`src/rtl/phase1_code_tx_if.sv`:
```
// Handshake and serial-line bundle between the vault controller and the Phase-1 code transmitter.
// The master side drives the request and ack inputs; the slave side is the transmitter.
interface phase1_code_tx_if #(
  parameter int unsigned CODE_WIDTH  = 4,
  parameter int unsigned MAX_RETRIES = 2
);
  localparam int unsigned ATT_W = $clog2(MAX_RETRIES + 2);

  logic                  start;
  logic [CODE_WIDTH-1:0] code_word;
  logic                  abort;
  logic                  ack_in;
  logic                  code_out;
  logic                  ready;
  logic                  busy;
  logic                  tx_ok;
  logic                  tx_fail;
  logic [ATT_W-1:0]      attempt;

  modport master (
    output start, code_word, abort, ack_in,
    input  code_out, ready, busy, tx_ok, tx_fail, attempt
  );

  modport slave (
    input  start, code_word, abort, ack_in,
    output code_out, ready, busy, tx_ok, tx_fail, attempt
  );
endinterface

```
`src/rtl/phase1_code_tx.sv`:
```
// Phase-1 serial unlock transmitter: shifts a latched code word out MSB first, then waits for
// the detector's done flag and resends on timeout until the retry budget is spent.
module phase1_code_tx #(
  parameter int unsigned CODE_WIDTH  = 4,
  parameter int unsigned BIT_CYCLES  = 1,
  parameter int unsigned GAP_CYCLES  = 2,
  parameter int unsigned ACK_TIMEOUT = 8,
  parameter int unsigned MAX_RETRIES = 2
) (
  input  logic              clk,
  input  logic              reset,
  phase1_code_tx_if.slave   bus
);
  localparam int unsigned ATT_W = $clog2(MAX_RETRIES + 2);
  localparam int unsigned BW    = (CODE_WIDTH  > 1) ? $clog2(CODE_WIDTH)  : 1;
  localparam int unsigned HW    = (BIT_CYCLES  > 1) ? $clog2(BIT_CYCLES)  : 1;
  localparam int unsigned GW    = (GAP_CYCLES  > 1) ? $clog2(GAP_CYCLES)  : 1;
  localparam int unsigned TW    = (ACK_TIMEOUT > 1) ? $clog2(ACK_TIMEOUT) : 1;

  typedef enum logic [1:0] {IDLE, SEND, GAP, WAIT_ACK} state_t;

  state_t                state_q, state_d;
  logic [CODE_WIDTH-1:0] word_q,  word_d;
  logic [BW-1:0]         bit_q,   bit_d;
  logic [HW-1:0]         hold_q,  hold_d;
  logic [GW-1:0]         gap_q,   gap_d;
  logic [TW-1:0]         to_q,    to_d;
  logic [ATT_W-1:0]      att_q,   att_d;
  logic                  code_q,  code_d;
  logic                  ok_q,    ok_d;
  logic                  fail_q,  fail_d;
  logic                  ready_q, ready_d;
  logic                  busy_q,  busy_d;

  // State and output registers
  always_ff @(posedge clk) begin
    if (reset) begin
      state_q <= IDLE;
      word_q  <= '0;
      bit_q   <= '0;
      hold_q  <= '0;
      gap_q   <= '0;
      to_q    <= '0;
      att_q   <= '0;
      code_q  <= 1'b0;
      ok_q    <= 1'b0;
      fail_q  <= 1'b0;
      ready_q <= 1'b1;
      busy_q  <= 1'b0;
    end else begin
      state_q <= state_d;
      word_q  <= word_d;
      bit_q   <= bit_d;
      hold_q  <= hold_d;
      gap_q   <= gap_d;
      to_q    <= to_d;
      att_q   <= att_d;
      code_q  <= code_d;
      ok_q    <= ok_d;
      fail_q  <= fail_d;
      ready_q <= ready_d;
      busy_q  <= busy_d;
    end
  end

  // Next-state and next-output logic
  always_comb begin
    state_d = state_q;
    word_d  = word_q;
    bit_d   = bit_q;
    hold_d  = hold_q;
    gap_d   = gap_q;
    to_d    = to_q;
    att_d   = att_q;
    code_d  = 1'b0;
    ok_d    = 1'b0;
    fail_d  = 1'b0;

    unique case (state_q)
      IDLE: begin
        if (bus.start && !bus.abort) begin
          word_d  = bus.code_word;
          att_d   = '0;
          bit_d   = BW'(CODE_WIDTH - 1);
          hold_d  = '0;
          state_d = SEND;
        end
      end
      SEND: begin
        code_d = word_q[bit_q];
        if (hold_q == HW'(BIT_CYCLES - 1)) begin
          hold_d = '0;
          if (bit_q == '0) begin
            gap_d   = '0;
            to_d    = '0;
            state_d = (GAP_CYCLES > 0) ? GAP : WAIT_ACK;
          end else begin
            bit_d = bit_q - BW'(1);
          end
        end else begin
          hold_d = hold_q + HW'(1);
        end
      end
      GAP: begin
        if (gap_q == GW'(GAP_CYCLES - 1)) begin
          to_d    = '0;
          state_d = WAIT_ACK;
        end else begin
          gap_d = gap_q + GW'(1);
        end
      end
      WAIT_ACK: begin
        // Ack takes priority over the timeout decision on the same cycle
        if (bus.ack_in) begin
          ok_d    = 1'b1;
          state_d = IDLE;
        end else if (to_q == TW'(ACK_TIMEOUT - 1)) begin
          if (att_q < ATT_W'(MAX_RETRIES)) begin
            att_d   = att_q + ATT_W'(1);
            bit_d   = BW'(CODE_WIDTH - 1);
            hold_d  = '0;
            state_d = SEND;
          end else begin
            fail_d  = 1'b1;
            state_d = IDLE;
          end
        end else begin
          to_d = to_q + TW'(1);
        end
      end
      default: state_d = IDLE;
    endcase

    if (bus.abort && (state_q != IDLE)) begin
      state_d = IDLE;
      att_d   = '0;
      code_d  = 1'b0;
      ok_d    = 1'b0;
      fail_d  = 1'b0;
    end
  end

  assign ready_d = (state_d == IDLE);
  assign busy_d  = (state_d != IDLE);

  assign bus.code_out = code_q;
  assign bus.ready    = ready_q;
  assign bus.busy     = busy_q;
  assign bus.tx_ok    = ok_q;
  assign bus.tx_fail  = fail_q;
  assign bus.attempt  = att_q;
endmodule

```
`src/flat_wrapper.sv`:
```
// flat-port wrapper written by rule: the top's interface ports become plain ports
module phase1_code_tx_flat 
#(
  parameter int unsigned CODE_WIDTH  = 4,
  parameter int unsigned BIT_CYCLES  = 1,
  parameter int unsigned GAP_CYCLES  = 2,
  parameter int unsigned ACK_TIMEOUT = 8,
  parameter int unsigned MAX_RETRIES = 2
)
  (clk, reset, bus_start, bus_code_word, bus_abort, bus_ack_in, bus_code_out, bus_ready, bus_busy, bus_tx_ok, bus_tx_fail, bus_attempt);
  phase1_code_tx_if #(.CODE_WIDTH(CODE_WIDTH), .MAX_RETRIES(MAX_RETRIES)) bus_i ();
  input  logic clk;
  input  logic reset;
  input wire logic [$bits(bus_i.start)-1:0] bus_start;
  input wire logic [$bits(bus_i.code_word)-1:0] bus_code_word;
  input wire logic [$bits(bus_i.abort)-1:0] bus_abort;
  input wire logic [$bits(bus_i.ack_in)-1:0] bus_ack_in;
  output wire logic [$bits(bus_i.code_out)-1:0] bus_code_out;
  output wire logic [$bits(bus_i.ready)-1:0] bus_ready;
  output wire logic [$bits(bus_i.busy)-1:0] bus_busy;
  output wire logic [$bits(bus_i.tx_ok)-1:0] bus_tx_ok;
  output wire logic [$bits(bus_i.tx_fail)-1:0] bus_tx_fail;
  output wire logic [$bits(bus_i.attempt)-1:0] bus_attempt;
  assign bus_i.start = bus_start;
  assign bus_i.code_word = bus_code_word;
  assign bus_i.abort = bus_abort;
  assign bus_i.ack_in = bus_ack_in;
  assign bus_code_out = bus_i.code_out;
  assign bus_ready = bus_i.ready;
  assign bus_busy = bus_i.busy;
  assign bus_tx_ok = bus_i.tx_ok;
  assign bus_tx_fail = bus_i.tx_fail;
  assign bus_attempt = bus_i.attempt;
  phase1_code_tx #(.CODE_WIDTH(CODE_WIDTH), .BIT_CYCLES(BIT_CYCLES), .GAP_CYCLES(GAP_CYCLES), .ACK_TIMEOUT(ACK_TIMEOUT), .MAX_RETRIES(MAX_RETRIES)) u_core (.clk(clk), .reset(reset), .bus(bus_i));
endmodule
```
`config.mk`:
```
export PLATFORM = sky130hd
export DESIGN_NAME = phase1_code_tx_flat
export DESIGN_NICKNAME = d
export VERILOG_FILES = /design/src/rtl/phase1_code_tx_if.sv /design/src/rtl/phase1_code_tx.sv /design/src/flat_wrapper.sv
export SDC_FILE = /design/constraint.sdc
export NUM_CORES = 1
export LEC_CHECK = 0
export ABC_AREA = 1
export CORE_MARGIN = 3
export CORE_UTILIZATION = 51
export CTS_BUF_LIST = sky130_fd_sc_hd__clkbuf_16
export CTS_CLUSTER_DIAMETER = 120
export DETAILED_ROUTE_END_ITERATION = 10
export PLACE_DENSITY = 0.88
export SYNTH_ARGS = -nofsm -noshare
export SYNTH_HDL_FRONTEND = slang
export SYNTH_SLANG_ARGS = --single-unit
```
`constraint.sdc`:
```
create_clock -name clk -period 1.5 [get_ports clk]
set_input_delay 0.3 -clock clk [delete_from_list [all_inputs] [get_ports clk]]
set_output_delay 0.3 -clock clk [all_outputs]
set_load 0.02 [all_outputs]
```
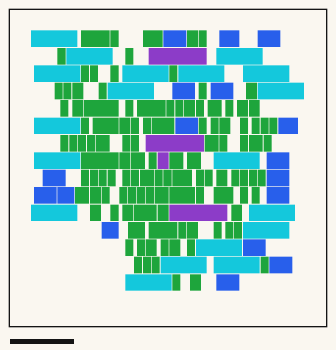
Figure 1: cells colored by class.
The bar under the picture is 10 microns long.
legend:
  green:
    class: all other logic
    cells: 116
  blue:
    class: other buffers and delay cells
    cells: 17
  cyan:
    class: flip-flops
    cells: 19
  purple:
    class: clock drivers and dummy loads
    cells: 4

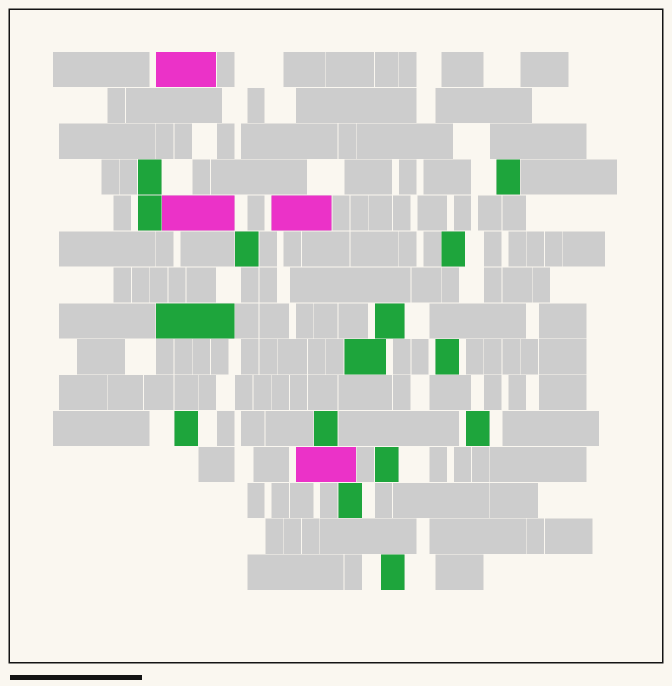
Figure 2: gate families picked out.
The bar under the picture is 10 microns long.
legend:
  magenta:
    family: adder and majority cells
    cells: 4
  green:
    family: inverting AOI/OAI gates
    cells: 15

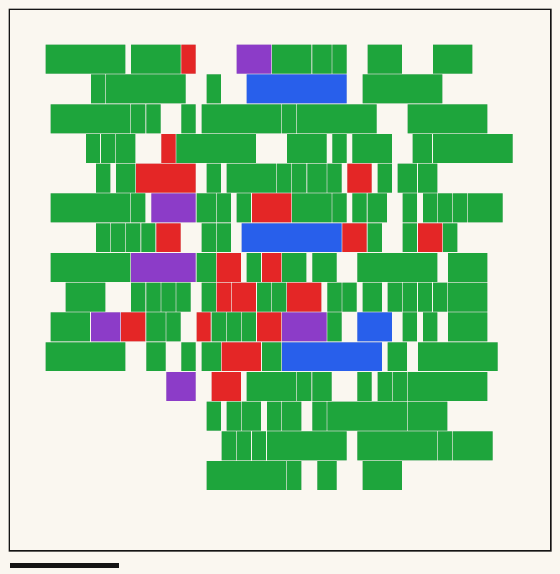
Figure 3: drive-strength map.
The bar under the picture is 10 microns long.
legend:
  red:
    size: drive 2
    cells: 18
    most_used: nand2_2
  purple:
    size: drive 3 to 4
    cells: 6
    most_used: buf_4
  green:
    size: drive 1 or less
    cells: 128
    most_used: nor2_1
  blue:
    size: drive 6 and up
    cells: 4
    most_used: clkbuf_16

==> flow_summary_export.csv <==
group,metric,value,unit
timing,fin_skew,0.001253,ns
synthesis,top_area_share,39.63,%
synthesis,largest_area_cell,"dfxtp_1",
grt,grt_max_degree,12,
worst_setup_path,critical_path_cell_by_cell,"clkdlybuf4s50_1",
clocking,post_cts_buffers,0,
cells_and_area,nFillCells,139,
routing,drc,0,
synthesis,synth_stat.cells,135,
cells_and_area,final_layout_size_suffix_gt1_share,17.95,%
clocking,post_cts_hold_buffer_count,0,
timing,final_count_of_hold_timing_violations,0,
worst_setup_path,crit_family,"buffers and inverters",
synthesis,synth_cell_types,22,
floorplan,core_area,1745,sq um
routing,drt-pass1-iter-count,4,
floorplan,core_util_at_fp,54.98,%
clocking,cts_inserted_buffers,3,
synthesis,adder_share,5.215,%
synthesis,topCellsByArea,"dfxtp_1 (40%), nor2_1 (13%), nand2_1 (7.4%)",
timing,final.min_clock_period,1.477,ns
power,vdd_drop_max,833.1,uV
placed_design,placedInstanceArea,1156,sq um
cells_and_area,final-seq-area,380.4,sq um
synthesis,synthMostInstantiatedCell,"nor2_1",
clocking,cts.htree.levels,1,
synthesis,ys_sh_xor,0,%
floorplan,die_h,49.38,microns
job,total_number_of_warnings_across_the_stage_logs,27,
timing,maxSlewHeadroom,76.93,%
synthesis,yosys-dominant-comb-family,"simple AND/OR/NAND/NOR gates",
floorplan,die-width,49.38,microns
placed_design,number_of_buffers_added_on_ports,15,
clocking,clkSlewWorstSetupHoldPaths,0.05,ns
floorplan,top_level_ports,16,
run_status,status,"completed",
worst_setup_path,crit_required,1.20,ns
cells_and_area,area_of_combinational_cells_with_multiple_inputs,489.2,sq um
placed_design,place_congestion,0.8696,
routing,wl_per_cell,12.03,microns
worst_setup_path,critical_path.n_buffers_inverters,1,
grt,grt_pass1_vias,887,
cells_and_area,antenna_cells,0,
clocking,cts_max_path_buffers,2,
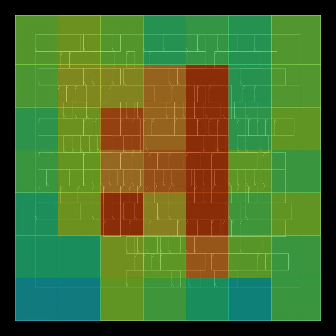
Figure 4: congestion heat map.
final core occ: 70.82%
GR met2 Demand/Resource: 33.71%

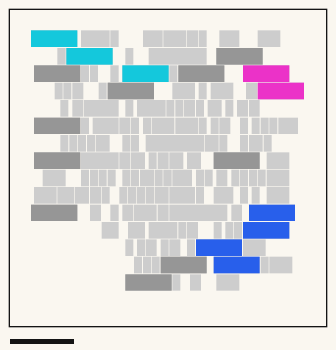
Figure 5: where the registers sit.
The bar under the picture is 10 microns long.
legend:
  magenta:
    netlist_name: u_core.bus.attempt
    placed_flops: 2
  blue:
    netlist_name: u_core.word_q
    placed_flops: 4
    where: south-east
  cyan:
    netlist_name: u_core.to_q
    placed_flops: 3
not colored: 10
sequential cell area share: 30.77%
power attributed to sequential cells: 0.561 mW

==> where the power goes <==
| group | internal (mW) | total (mW) | switching (mW) |
|---|---|---|---|
| clock network | 0.357 | 0.545 | 0.188 |
| logic | 0.0846 | 0.198 | 0.113 |
| registers | 0.536 | 0.561 | 0.0248 |
| total | 0.978 | 1.30 | 0.326 |
==> flip-flops by register name, indices dropped and copies added, names as in the netlist <==
register             count
u_core.bus.attempt       2
u_core.bus.busy          1
u_core.word_q            4
u_core.state_q           2
u_core.bus.tx_ok         1
u_core.bit_q             2
u_core.bus.ready         1
u_core.bus.tx_fail       1
u_core.bus.code_out      1
u_core.gap_q             1
u_core.to_q              3
==> logic make-up after synthesis <==
kind of cell,count (synthesis)
flip-flops,19
adder cells (fa/ha/maj),4
AND/OR/NAND/NOR,75
buffers and inverters,22
AND-OR/OR-AND,15
==> layer usage <==
| layer | up-vias | track usage [%] | routed length, microns |
|---|---|---|---|
| li1 | 467 | - | - |
| met1 | 405 | 23.97 | 992 |
| met2 | 16 | 33.71 | 1068 |
| met3 | 5 | 4.587 | 80 |
| met4 | 0 | 8.295 | 36 |
| met5 | - | 0 | 0 |
==> cell type report <==
class                           count  share of cell area [%]
Clock buffer                        3                   6.073
Sequential cell                    19                   30.77
Inverter                           22                   7.490
Clock inverter                      1                  0.4049
Tap cell                           25                   2.530
Multi-Input combinational cell     94                   39.57
Timing Repair Buffer               17                   13.16
==> what timing repair did <==
item | CTS | global route
cloned | 0 | 0
endpoints found under the setup margin | 2 | 3
resized | 2 | 3
==> path summary, 6_finish.rpt <==
path                                                  start                           to  slack (ns)  depth (start not counted)
worst min-delay path              u_core.gap_q$_SDFFE_PP0P_    u_core.gap_q$_SDFFE_PP0P_        0.48                          2
worst max-delay path            u_core.bus.ready$_SDFF_PP1_                    bus_ready        0.02                          1
worst min register to register    u_core.gap_q$_SDFFE_PP0P_    u_core.gap_q$_SDFFE_PP0P_        0.48                          2
worst max register to register  u_core.to_q[0]$_SDFFE_PP0P_  u_core.to_q[1]$_SDFFE_PP0P_        0.11                          8
==> through the flow <==
stage / power, mW / worst slack (ns) / hold slack (ns) / std cells / utilization [%]
finish: 1.303 / 0.02336 / 0.4792 / 181 / 70.82
global route: 1.354 / 0.01433 / 0.4987 / 181 / 70.82
global placement: 0.7548 / 0.009078 / 0.4637 / 177 / 66.24
floorplan: 0.6932 / 0.2377 / 0.3691 / 135 / -
detailed placement: 0.7619 / -0.05170 / 0.4724 / 177 / 66.24
CTS: 1.308 / 0.02346 / 0.4798 / 181 / 70.68
==> cell usage in the layout, fill, tap and decap left out, types with 2 or more instances in the layout <==
cell type and count:
ha_1 3, clkbuf_16 3, a21oi_1 2, nor3_1 2
inv_2 4, nor2_1 34, o21ai_0 8, nand2_1 19
nand3_2 2, o21ai_1 2, inv_1 16, nor2_2 2
dfxtp_1 19, dlygate4sd2_1 2, clkdlybuf4s50_1 13, buf_4 2
nand3_1 6, nand2_2 6
No activity file was given, so power comes from the tool's default toggle rates.
